==> config.mk <==
export PLATFORM = sky130hd
export DESIGN_NAME = timestamp_tagger
export DESIGN_NICKNAME = d
export VERILOG_FILES = /design/src/rtl/timestamp_tagger.sv
export SDC_FILE = /design/constraint.sdc
export NUM_CORES = 1
export LEC_CHECK = 0
export ABC_AREA = 1
export CAP_MARGIN = 30
export CORE_MARGIN = 4
export CORE_UTILIZATION = 56
export DETAILED_ROUTE_END_ITERATION = 10
export GPL_TIMING_DRIVEN = 0
export HOLD_SLACK_MARGIN = 0.05
export PLACE_DENSITY = 0.75
export SLEW_MARGIN = 20
export SYNTH_ARGS = -nofsm -noshare
export SYNTH_HDL_FRONTEND = slang
export SYNTH_SLANG_ARGS = --single-unit
export TNS_END_PERCENT = 50
==> constraint.sdc <==
create_clock -name clk_128M -period 6.7 [get_ports clk_128M]
set_input_delay 1.34 -clock clk_128M [delete_from_list [all_inputs] [get_ports clk_128M]]
set_output_delay 1.34 -clock clk_128M [all_outputs]
set_load 0.02 [all_outputs]
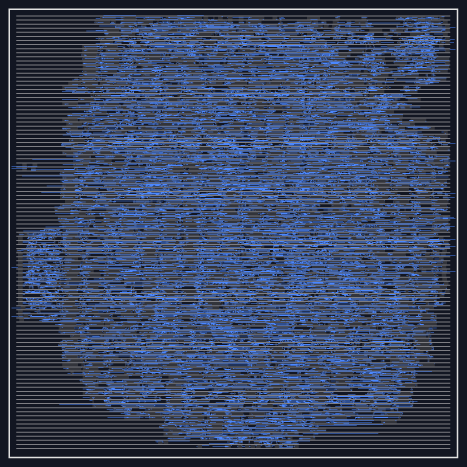
(images/m1.png)
Drawn at 1.5 px/µm. Supply wires on this layer in gray. Cells faint in the background.
share of all routed wire: 37%
wire length on this layer: 50.5 mm
nets with wire on the layer: 4331
longest straight run: 123 µm
main direction: horizontal
drt total wl: 137 mm
GRT met1 Usage: 42.1%

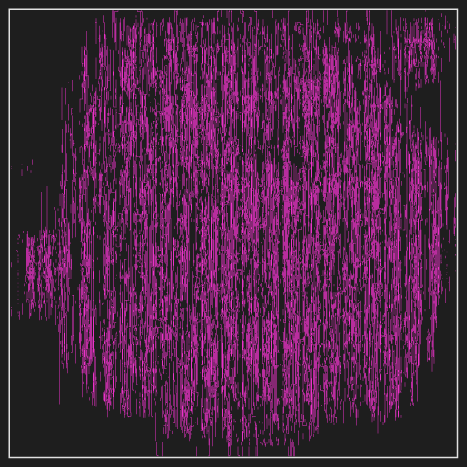
(images/m2.png)
Drawn at 1.5 px/µm.
nets with wire on the layer: 3570
main direction: vertical
total number of vias: 34400
grt met2 use: 47.0%

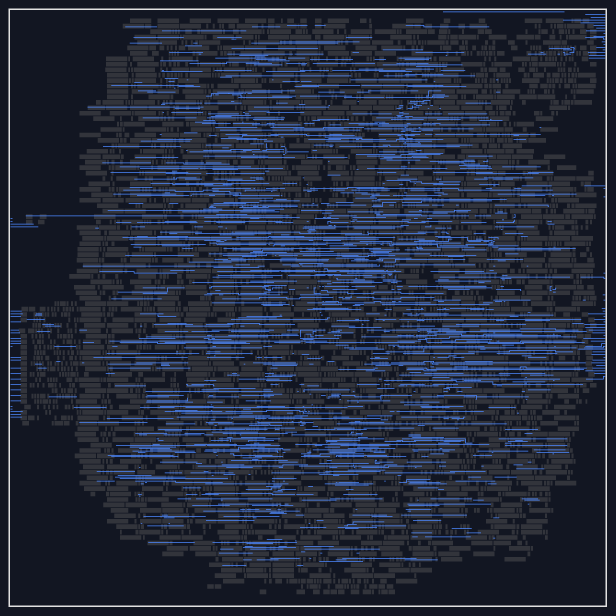
(images/m3.png)
Drawn at 2 px/µm. Cells faint in the background.
main direction: horizontal
longest straight run: 132 µm
wire length on this layer: 18800 µm
share of all routed wire: 14%
nets with wire on the layer: 680
grt met3 use: 6.83%

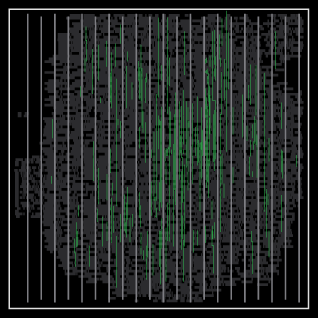
(images/m4.png)
Drawn at 1 px/µm. Supply wires on this layer in gray. Cells faint in the background.
wire length on this layer: 6270 µm
share of all routed wire: 4.6%

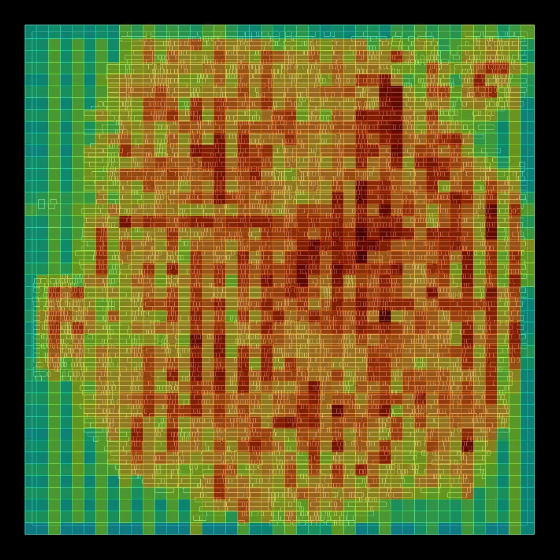
(images/congestion_map.png)
WL/cell: 24.0 µm
GRT Total Usage: 30.4%

==> CHANGELOG.md <==
## Implementation

- Status: complete, no violations
- CP Cell Sequence: inv_1, ha_1, clkbuf_1, clkbuf_1, nand2_1, a21oi_1, clkdlybuf4s50_1
- Gr busiest metal: met2
- Gate Area: between 0.01 and 0.015 mm²
- Critical path capture point type: output pin
- Clock Root Buffer: clkbuf_16
- Clock power frac: 24.7%
- Init Core Util: about 56%
- Post-CTS sizing: 0
- Vias in the first global route: roughly 33000
- Synth Area in Adders: less than 1%
- Max FFs per register: 1024
- Final Net Count: between 4000 and 5000
- Syn nets: 4348
- Synth area leader: edfxtp_1
- Non-clock inverters: 65
- Sequential share of cell area: about three fifths
- Switching power: 10.1 mW
- Yosys cell count: about 4300
- Synthesized area per cell: 11.1 µm²
- Clock Path Buffers: 3
- CP Max Fanout: 10
- Top comb family, area: simple AND/OR/NAND/NOR gates
- GPL Wtd Cong: just over 0.9
- Top-count cell post-synth: nand2_1
- Worst R2R Path Depth: 14
- Area grow syn2layout: 15.9%
- Synth area leaders: edfxtp_1 65%, nand2_1 14%, nand3_1 7.9%
- Synth Flop Type: edfxtp_1
- Setup TNS: 0 ns
- Data required, critical path: 5.36 ns
- Taps Inserted: about 1100
- Clock Sink Count: between 1000 and 1500
- Mapped Cells: approximately 4300
==> logic make-up (layout without fill, tap and decap cells) <==
kind of cell	Yosys count	in the layout
xor+xnor	42	42
flops	1128	1128
fa+ha+maj	25	25
compound gates	96	96
buf+inv	305	693
simple gates	2658	2658
==> cell usage in the layout, fill, tap and decap left out, drive strengths merged, types with 19 or more instances in the layout <==
cell / count
nand2: 1816
clkbuf: 203
xor2: 24
a21oi: 74
inv: 69
edfxtp: 1024
dfrtp: 104
o21ai: 19
clkdlybuf4s50: 124
clkinv: 39
ha: 24
buf: 238
nor2: 80
nand3: 742
==> critical path, delay by kind of cell, from the launching register on <==
kind	cells	cell delay, ns
buffers and inverters	4	1.73
AOI/OAI and AO/OA	1	0.53
DFF	1	0.40
adders and majority gates	1	0.16
and+or+nand+nor	1	0.12
Power is estimated from default activity; no workload was simulated.
